File: src/rtl/oled_seq.sv
// SSD1306 OLED sequencer: streams the init command list and 1024-byte framebuffer
// pushes to a byte-oriented I2C master, one registered byte offer at a time.
module oled_seq #(
    parameter logic [6:0]  I2C_ADDR = 7'h3C,
    parameter int unsigned INIT_LEN = 25
) (
    input  logic       clk_32M,
    input  logic       rst,
    input  logic       start,
    input  logic       refresh,
    output logic       tx_valid,
    output logic [7:0] tx_data,
    output logic       tx_first,
    output logic       tx_last,
    input  logic       tx_ready,
    input  logic       tx_nack,
    output logic [9:0] fb_addr,
    input  logic [7:0] fb_data,
    output logic       busy,
    output logic       ready,
    output logic       err
);

    typedef enum logic [3:0] {
        StIdle, StIAddr, StICtrl, StICmd, StReady,
        StFAddr, StFCtrl, StFFetch, StFData, StErr
    } state_t;

    localparam logic [7:0] AddrByte = {I2C_ADDR, 1'b0};
    localparam logic [7:0] LastIdx  = 8'(INIT_LEN - 1);
    localparam logic [9:0] LastFb   = 10'd1023;

    state_t     state_q;
    logic [7:0] index_q;
    logic [7:0] data_q;
    logic       xfer;

    // Display off, clocking, mux, charge pump, horizontal addressing over the full
    // 128x64 window, segment/COM remap, contrast, display on.
    function automatic logic [7:0] rom(input logic [7:0] i);
        case (i)
            8'd0:  rom = 8'hAE;
            8'd1:  rom = 8'hD5;
            8'd2:  rom = 8'h80;
            8'd3:  rom = 8'hA8;
            8'd4:  rom = 8'h3F;
            8'd5:  rom = 8'h40;
            8'd6:  rom = 8'h8D;
            8'd7:  rom = 8'h14;
            8'd8:  rom = 8'h20;
            8'd9:  rom = 8'h00;
            8'd10: rom = 8'h21;
            8'd11: rom = 8'h00;
            8'd12: rom = 8'h7F;
            8'd13: rom = 8'h22;
            8'd14: rom = 8'h00;
            8'd15: rom = 8'h07;
            8'd16: rom = 8'hA1;
            8'd17: rom = 8'hC8;
            8'd18: rom = 8'hDA;
            8'd19: rom = 8'h12;
            8'd20: rom = 8'h81;
            8'd21: rom = 8'hCF;
            8'd22: rom = 8'hA4;
            8'd23: rom = 8'hA6;
            8'd24: rom = 8'hAF;
            default: rom = 8'hE3;
        endcase
    endfunction

    assign xfer  = tx_valid && tx_ready;
    assign busy  = !(state_q inside {StIdle, StReady, StErr});
    assign ready = (state_q == StReady);
    assign err   = (state_q == StErr);
    // Sync framebuffer RAM keeps re-reading the held fb_addr, so its output is stable
    // for the whole F_DATA offer, including stalls.
    assign tx_data = (state_q == StFData) ? fb_data : data_q;

    always_ff @(posedge clk_32M) begin
        if (rst) begin
            state_q  <= StIdle;
            tx_valid <= 1'b0;
            data_q   <= 8'h00;
            tx_first <= 1'b0;
            tx_last  <= 1'b0;
            fb_addr  <= 10'd0;
            index_q  <= 8'd0;
        end else if (busy && tx_nack) begin
            state_q  <= StErr;
            tx_valid <= 1'b0;
            tx_first <= 1'b0;
            tx_last  <= 1'b0;
        end else begin
            case (state_q)
                StIdle, StErr, StReady: begin
                    if (start || (state_q == StReady && refresh)) begin
                        state_q  <= start ? StIAddr : StFAddr;
                        tx_valid <= 1'b1;
                        data_q   <= AddrByte;
                        tx_first <= 1'b1;
                        tx_last  <= 1'b0;
                    end
                end
                StIAddr: if (xfer) begin
                    state_q  <= StICtrl;
                    data_q   <= 8'h00;
                    tx_first <= 1'b0;
                end
                StICtrl: if (xfer) begin
                    state_q <= StICmd;
                    index_q <= 8'd0;
                    data_q  <= rom(8'd0);
                    tx_last <= (LastIdx == 8'd0);
                end
                StICmd: if (xfer) begin
                    if (index_q == LastIdx) begin
                        state_q  <= StFAddr;
                        data_q   <= AddrByte;
                        tx_first <= 1'b1;
                        tx_last  <= 1'b0;
                    end else begin
                        index_q <= index_q + 8'd1;
                        data_q  <= rom(index_q + 8'd1);
                        tx_last <= ((index_q + 8'd1) == LastIdx);
                    end
                end
                StFAddr: if (xfer) begin
                    state_q  <= StFCtrl;
                    data_q   <= 8'h40;
                    tx_first <= 1'b0;
                    fb_addr  <= 10'd0;
                end
                StFCtrl: if (xfer) begin
                    state_q  <= StFFetch;
                    tx_valid <= 1'b0;
                end
                StFFetch: begin
                    state_q  <= StFData;
                    tx_valid <= 1'b1;
                    tx_last  <= (fb_addr == LastFb);
                end
                StFData: if (xfer) begin
                    tx_valid <= 1'b0;
                    tx_last  <= 1'b0;
                    if (fb_addr == LastFb) begin
                        state_q <= StReady;
                    end else begin
                        state_q <= StFFetch;
                        fb_addr <= fb_addr + 10'd1;
                    end
                end
                default: begin
                    state_q  <= StIdle;
                    tx_valid <= 1'b0;
                end
            endcase
        end
    end

endmodule
File: config.mk
export PLATFORM = sky130hd
export DESIGN_NAME = oled_seq
export DESIGN_NICKNAME = d
export VERILOG_FILES = /design/src/rtl/oled_seq.sv
export SDC_FILE = /design/constraint.sdc
export NUM_CORES = 1
export LEC_CHECK = 0
export CORE_UTILIZATION = 51
export CTS_BUF_LIST = sky130_fd_sc_hd__clkbuf_16
export DETAILED_ROUTE_END_ITERATION = 8
export GPL_TIMING_DRIVEN = 0
export PLACE_DENSITY = 0.77
export SETUP_SLACK_MARGIN = 0.05
export SYNTH_ARGS = -nofsm -noshare
export SYNTH_HDL_FRONTEND = slang
export SYNTH_SLANG_ARGS = --single-unit
File: constraint.sdc
create_clock -name clk_32M -period 2.4 [get_ports clk_32M]
set_input_delay 0.48 -clock clk_32M [delete_from_list [all_inputs] [get_ports clk_32M]]
set_output_delay 0.48 -clock clk_32M [all_outputs]
set_load 0.005 [all_outputs]
Fig. 1: run 1, track usage over the die
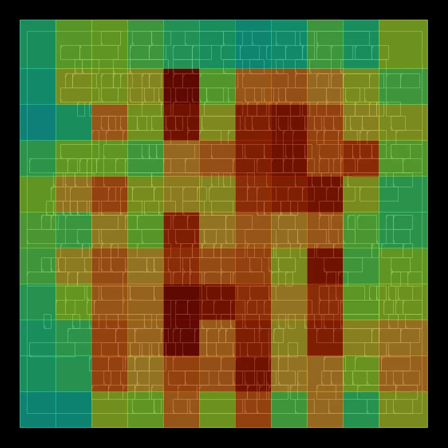
GR met2 Demand/Resource: 47.4%
overall track demand over capacity in global routing: 28.0%
highest-utilization routing layer at the global route stage: met2
Final Util: 70.8%
GRT met1 Usage: 34.8%

Fig. 2: run 1, local utilization
Drawn at 4 px/um. 8 x 8 tiles, from dark blue (low) to red (high), 0 to 100% covered.
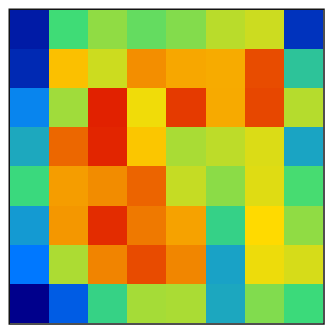
tiles over 75% full	36%
fullest tile	96%
mean over tiles	63%
nearly empty tiles	1.6%
floorplan core density: 53.3%
core outline area: 5570 sq um

Fig. 3: run 1, routed clock nets over the placement
Drawn at 4 px/um.
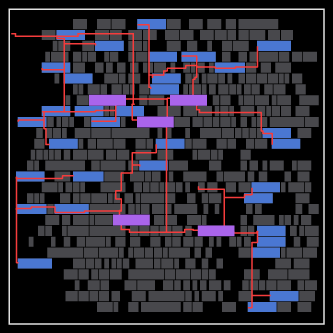
[clock-net drivers] purple | count: 5
[flip-flops] blue | count: 33
[clock wires] red | length: 479 um
flops lie	widely spread
routed clock nets	6

Fig. 4: run 1, the metal 4 layer
Drawn at 4 px/um. Supply wires on this layer in gray.
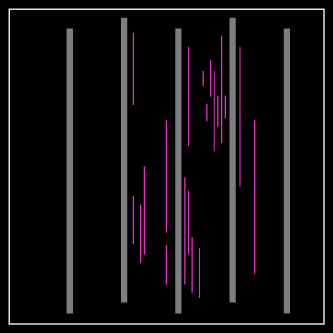
main direction	vertical
wire length on this layer	343 um
share of all routed wire	3.8%
nets with wire on the layer	19
total length of routed wires: 9100 um
count of vias placed by the detailed router: 3242

==> reports/qor.yml, run 1 <==
io_port_bufs: 37
criticalPathCategory: "flip-flop to flip-flop"
crit-reg2reg-capture: "data_q[4]$_SDFFE_PP0P_"
timing.hold.worst_endpoint: "data_q[5]$_SDFFE_PP0P_"
num-nets-final: 467
crit_path_max_incr_delay_ps: 400
synth.largest_area_cell: "sky130_fd_sc_hd__dfxtp_1"
syn-instance-count: 376
max_slew.worst_pin.slew_ps: 762
finalSetupTns_ps: 0
worstPathMaxFanout: 10
route.detailed.vias_per_inst: 6.27
fp.dieArea_sq_um: 6140
layout_top_cells: "41 x sky130_fd_sc_hd__nor2_1, 31 x sky130_fd_sc_hd__nand2_1, 29 x sky130_fd_sc_hd__a21oi_1, 29 x sky130_fd_sc_hd__clkdlybuf4s50_1, 26 x sky130_fd_sc_hd__dfxtp_1"
critPathRequiredTime_ps: 2570
common_cells: "41 x sky130_fd_sc_hd__nor2_1, 33 x sky130_fd_sc_hd__dfxtp_1, 31 x sky130_fd_sc_hd__nand2_1"
fraction_of_layout_cells_with_a_size_suffix_above_1_pct: 24.0
detailedPlacementHpwl_um: 6130
cts_buffers: 5
antennaDiodeCount: 0
synth.cell_area_sq_um: 2970
finish.cell_count_without_fillers: 517
clock_path_buffers: 2
yosys_warnings: 0
stage_log_warning_count: 34
rsz0062_at_grt: "true"
cts_root_buffer: "sky130_fd_sc_hd__clkbuf_16"
final_cell_area_sq_um: 3950
critical_path.cell_chain: "clkbuf_16, clkinvlp_4, ha_4, xor2_2, a31oi_1, a2111oi_2, o21bai_1, a2111oi_2"
maxSlewHeadroom_pct: 48.8
critPathMostFrequentCell: "sky130_fd_sc_hd__a2111oi_2"
maxCapViolations: 0
synthFlopType: "sky130_fd_sc_hd__dfxtp_1"
tritoncts_clock_tree: "done"
cp_startpoint: "index_q[0]$_SDFFE_PP0P_"
ys_ff: 33
grt_start_max_net_pins: 20
run_status: "finished, final reports clean"
clkLatencyLatePin_ps: 280
detail_route.wl_per_cell_um: 17.6
seq_total_area_yosys_pct: 22.2
synth.yosys.num_cells: 376
p_per_area_nw_per_um2: 703
asyncSetResetFlopFracSynth_pct: 0
cts_resized: 37
power.static_leakage_nw: 1.47
fin_crit_ps: 2340
r2r_start: "index_q[0]$_SDFFE_PP0P_"
holdCritPathClass: "flip-flop to flip-flop"
post-route-drc-count: 0
min_delay_startpoint: "data_q[5]$_SDFFE_PP0P_"
enable_flop_cells: 0
placement.cell_area_sq_um: 3430
cts_post_setup_buffers_inserted: 12
synth.avg_cell_area_sq_um: 7.90
globalRoute.totalOverflow: 0
drtAntennaViolNets: 0
flow.area_growth_from_synthesis_pct: 32.8
cp-end-kind: "flip-flop"
firstDrtPassIters: 6
die_w_um: 78.3
timing.fmax_ghz: 0.427
pin_count: 38
start_kind: "flip-flop"
cp_slowest_cell: "sky130_fd_sc_hd__dfxtp_4"
grt_antenna_before_repair: 0
routabilityCongestion: 0.958
ctsHtreeMaxLevel: 2
vias_in_the_first_global_route: 2809
most_common_cell: "sky130_fd_sc_hd__nor2_1"
report.final.hold_viol_count: 0
floorplan.nets: 399
grt_pass1_wl_um: 13600
worst_clock_skew_ps: 7.55
final_layout_top_logic_cell: "sky130_fd_sc_hd__nor2_1"
cts_hold_buffers: 0
layout_worst_path_cycle_share_pct: 97.5
placed_cells_incl_taps: 485
peakVddDrop_mv: 0.483
crit_family: "AND-OR/OR-AND gates"
timing.reg2reg.setup_slack_ps: 60
yosysTopAreaCellShare_pct: 22.2
clk_transition_reported_paths_ps: 60
drt_first_iter_violations: 365
core.rowCount: 27
ys_top_cells_by_area: "sky130_fd_sc_hd__dfxtp_1 22%, sky130_fd_sc_hd__nor2_1 5.2%, sky130_fd_sc_hd__a21oi_1 4.9%"
synth_chip_area_sq_um: 2970
timing.critical_path.buf_inv: 2
reg2reg_depth: 8
numClockSinks: 33
report.final.slew_viol_count: 0
timing.final.setup_violations: 0
cp_num_cells: 8
worst_hold_path_depth: 2
ys_types: 73
fill_cells: 423
die_y_um: 78.3
worstSetupEndpoint: "data_q[4]$_SDFFE_PP0P_"
critical_path_at_ps: 2510
## run 1: sequential cells by signal, summed over array words and instances, names as in the netlist
| signal | flops |
|---|---|
| state_q | 4 |
| tx_first | 1 |
| fb_addr | 10 |
| data_q | 8 |
| index_q | 8 |
| tx_last | 1 |
| tx_valid | 1 |
## run 1: layer usage
metal  global-route usage, %  vias to the layer above  part of all wire (%)
met1                    34.8                     1493                    41
li1                        -                     1515                     -
met3                    5.93                       41                   7.6
met2                    47.4                      193                    48
met5                       0                        -                     0
met4                    10.0                        0                   3.8
## run 1: cell type report
class / instances / area, sq um / area share (%)
Buffer: 25 / 260 / 6.59
Tap cell: 72 / 90.1 / 2.28
Sequential cell: 33 / 679 / 17.2
Clock buffer: 5 / 125 / 3.17
Multi-Input combinational cell: 305 / 2180 / 55.3
Timing Repair Buffer: 62 / 542 / 13.7
Inverter: 12 / 55.1 / 1.39
Clock inverter: 3 / 13.8 / 0.349
## run 1: power breakdown
| group | switching (mW) | internal, mW |
|---|---|---|
| sequential | 0.0449 | 0.628 |
| combinational | 0.793 | 0.699 |
| clock | 0.233 | 0.376 |
| total | 1.07 | 1.70 |
## run 1: per-stage QoR
step,hold slack (ps),setup WS (ps),utilization [%],power (mW)
after detailed placement,461,-352,61.6,1.99
after CTS,469,-64.4,67.6,2.65
after floorplan,444,69.0,-,1.60
after global placement,457,-382,61.6,1.98
after global routing,486,10.4,70.8,2.92
final,471,59.6,70.8,2.77
## run 1: cell families after synthesis
logic type / Yosys count / share of synthesized area, %
buffers and inverters: 38 / 8.08
muxes: 14 / 4.93
adders and majority gates: 9 / 3.79
DFF: 33 / 22.2
AOI/OAI and AO/OA: 114 / 26.6
and+or+nand+nor: 151 / 28.3
xor gates and xnor gates: 17 / 6.15
==> run 2, diff against run 1 <==
Settings changed: HOLD_SLACK_MARGIN set to 0.06.
Fig. 5: run 2, I/O nets highlighted
Drawn at 4 px/um.
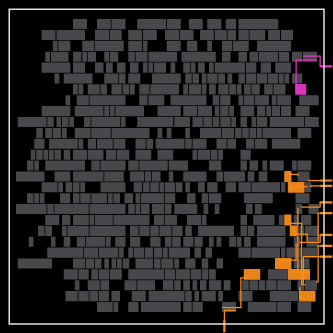
port	color	direction	edge	end cells	buffers	wire
tx_data	orange	output	7 right, 1 bottom	8	8	129 um
refresh	magenta	input	right	1	1	19.5 um

Fig. 6: run 2, the metal 4 layer
Drawn at 4 px/um. Supply wires on this layer in gray.
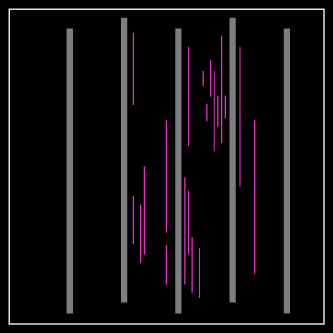
share of all routed wire	3.8%
wire length on this layer	343 um

==> run 2 against run 1 <==
Against the previous run: setup slack stayed put; largest power group unchanged; fmax stayed put; global-route usage stayed put; final cell count stayed put; hold slack stayed put; utilization stayed put; clock skew stayed put; via count stayed put.
==> reports/qor.yml, run 2 <==
power.static_leakage_nw: 1.47
p_total_mw: 2.77
placement.setup.worst_slack_ps: -352
final_cell_area_sq_um: 3950
fp-utilization_pct: 53.3
grt.met2_usage_pct: 47.4
maxSlewHeadroom_pct: 48.8
use_met1_pct: 34.8
asyncSetResetFlopFracSynth_pct: 0
finish.cell_count_without_fillers: 517
maxCapViolations: 0
firstDrtPassIters: 6
drt_first_iter_violations: 365
die_y_um: 78.3
peakVddDrop_mv: 0.483
largest_registers: "fb_addr x10, data_q x8, index_q x8"
worst_hold_path_depth: 2
p_per_area_nw_per_um2: 703
grtUsageMet3_pct: 5.93
cts_buffers: 5
globalRoute.busiestLayer: "met2"
ys_ff: 33
numClockSinks: 33
yosysTopAreaCellShare_pct: 22.2
io_port_bufs: 37
globalRoute.totalOverflow: 0
overall_track_demand_over_capacity_in_global_routing_pct: 28.0
final_layout_top_logic_cell: "sky130_fd_sc_hd__nor2_1"
synth.cell_area_sq_um: 2970
enable_flop_cells: 0
synth.yosys.num_cells: 376
detail_route.wl_per_cell_um: 17.6
largest_register_ffs: 10
common_cells: "41 x sky130_fd_sc_hd__nor2_1, 33 x sky130_fd_sc_hd__dfxtp_1, 31 x sky130_fd_sc_hd__nand2_1"
cts_root_buffer: "sky130_fd_sc_hd__clkbuf_16"
placement.cell_area_sq_um: 3430
critical_path_at_ps: 2510
report.final.hold_viol_count: 0
vias_in_the_first_global_route: 2809
fin_crit_ps: 2340
cp-end-kind: "flip-flop"
synth.avg_cell_area_sq_um: 7.90
layout_top_cells: "41 x sky130_fd_sc_hd__nor2_1, 31 x sky130_fd_sc_hd__nand2_1, 29 x sky130_fd_sc_hd__a21oi_1, 29 x sky130_fd_sc_hd__clkdlybuf4s50_1, 26 x sky130_fd_sc_hd__dfxtp_1"
core.rowCount: 27
drtAntennaViolNets: 0
cts_hold_buffers: 0
detailedPlacementHpwl_um: 6130
layout.core_utilization_pct: 70.8
holdCritPathClass: "flip-flop to flip-flop"
report.final.slew_viol_count: 0
synthFlopType: "sky130_fd_sc_hd__dfxtp_1"
layout_worst_path_cycle_share_pct: 97.5
num-nets-final: 467
routabilityCongestion: 0.958
fp.dieArea_sq_um: 6140
flow.area_growth_from_synthesis_pct: 32.8
clk_transition_reported_paths_ps: 60
pin_count: 38
clock_path_buffers: 2
grt_start_max_net_pins: 20
criticalPathCategory: "flip-flop to flip-flop"
most_common_cell: "sky130_fd_sc_hd__nor2_1"
antennaDiodeCount: 0
core_region_area_sq_um: 5570
grt_pass1_wl_um: 13600
register_with_the_highest_flop_count: "fb_addr"
ys_types: 73
route.detailed.vias_per_inst: 6.27
fraction_of_layout_cells_with_a_size_suffix_above_1_pct: 24.0
critPathRequiredTime_ps: 2570
cts_post_setup_buffers_inserted: 12
die_w_um: 78.3
finalWorstSetupSlack_ps: 59.6
max_slew.worst_pin.slew_ps: 762
tritoncts_clock_tree: "done"
stage_log_warning_count: 34
floorplan.nets: 399
top_layer_used: "met4"
timing.fmax_ghz: 0.427
worstPathMaxFanout: 10
wl_met3_um: 691
synth_chip_area_sq_um: 2970
start_kind: "flip-flop"
finalWirelength_um: 9100
layout.area.comb_sq_um: 2180
cts_resized: 37
grt_antenna_before_repair: 0
yosys_warnings: 0
synth.largest_area_cell: "sky130_fd_sc_hd__dfxtp_1"
rsz0062_at_grt: "true"
seq_total_area_yosys_pct: 22.2
via_count: 3242
timing.hold.ws_ps: 471
area.sequential_sq_um: 679
ctsHtreeMaxLevel: 2
timing.final.setup_violations: 0
reg2reg_depth: 8
syn-instance-count: 376
clkLatencyLatePin_ps: 280
finalSetupTns_ps: 0
ys_top_cells_by_area: "sky130_fd_sc_hd__dfxtp_1 22%, sky130_fd_sc_hd__nor2_1 5.2%, sky130_fd_sc_hd__a21oi_1 4.9%"
fill_cells: 423
post-route-drc-count: 0
worst_clock_skew_ps: 7.55
met1_length_um: 3740
placed_cells_incl_taps: 485
run_status: "finished, final reports clean"
met2WireLength_um: 4330
[run 2: cell counts in the layout (fill, tap and decap cells not counted)]
No cell type changed its count.
[run 2: final cells by class]
type                            count  area share [%]
Multi-Input combinational cell    305            55.3
Timing Repair Buffer               62            13.7
Clock buffer                        5            3.17
Clock inverter                      3           0.349
Inverter                           12            1.39
Buffer                             25            6.59
Tap cell                           72            2.28
Sequential cell                    33            17.2
[run 2: logic make-up (layout without fill, tap and decap cells)]
group | Yosys count | count (layout) | synth area share (%)
buffers and inverters | 38 | 107 | 8.08
adders and majority gates | 9 | 9 | 3.79
and+or+nand+nor | 151 | 151 | 28.3
AOI/OAI and AO/OA | 114 | 114 | 26.6
DFF | 33 | 33 | 22.2
xor gates and xnor gates | 17 | 17 | 6.15
muxes | 14 | 14 | 4.93
[run 2: critical path, cell delays in order, from the launching register on]
cell	delay (ps)
sky130_fd_sc_hd__dfxtp_4	400
sky130_fd_sc_hd__clkbuf_16	170
sky130_fd_sc_hd__clkinvlp_4	140
sky130_fd_sc_hd__ha_4	350
sky130_fd_sc_hd__xor2_2	190
sky130_fd_sc_hd__a31oi_1	120
sky130_fd_sc_hd__a2111oi_2	300
sky130_fd_sc_hd__o21bai_1	150
sky130_fd_sc_hd__a2111oi_2	390
[run 2: final timing paths]
path,from,to,slack (ps)
setup / recovery,index_q[0]$_SDFFE_PP0P_,data_q[4]$_SDFFE_PP0P_,60
hold / removal,data_q[5]$_SDFFE_PP0P_,data_q[5]$_SDFFE_PP0P_,470
setup reg to reg,index_q[0]$_SDFFE_PP0P_,data_q[4]$_SDFFE_PP0P_,60
hold reg to reg,data_q[5]$_SDFFE_PP0P_,data_q[5]$_SDFFE_PP0P_,470
[run 2: power by group]
group          switching [mW]  internal (mW)
logic                   0.793          0.699
clock network           0.233          0.376
registers              0.0449          0.628
Power figures rest on the tool's default switching activity, not on a simulated workload.
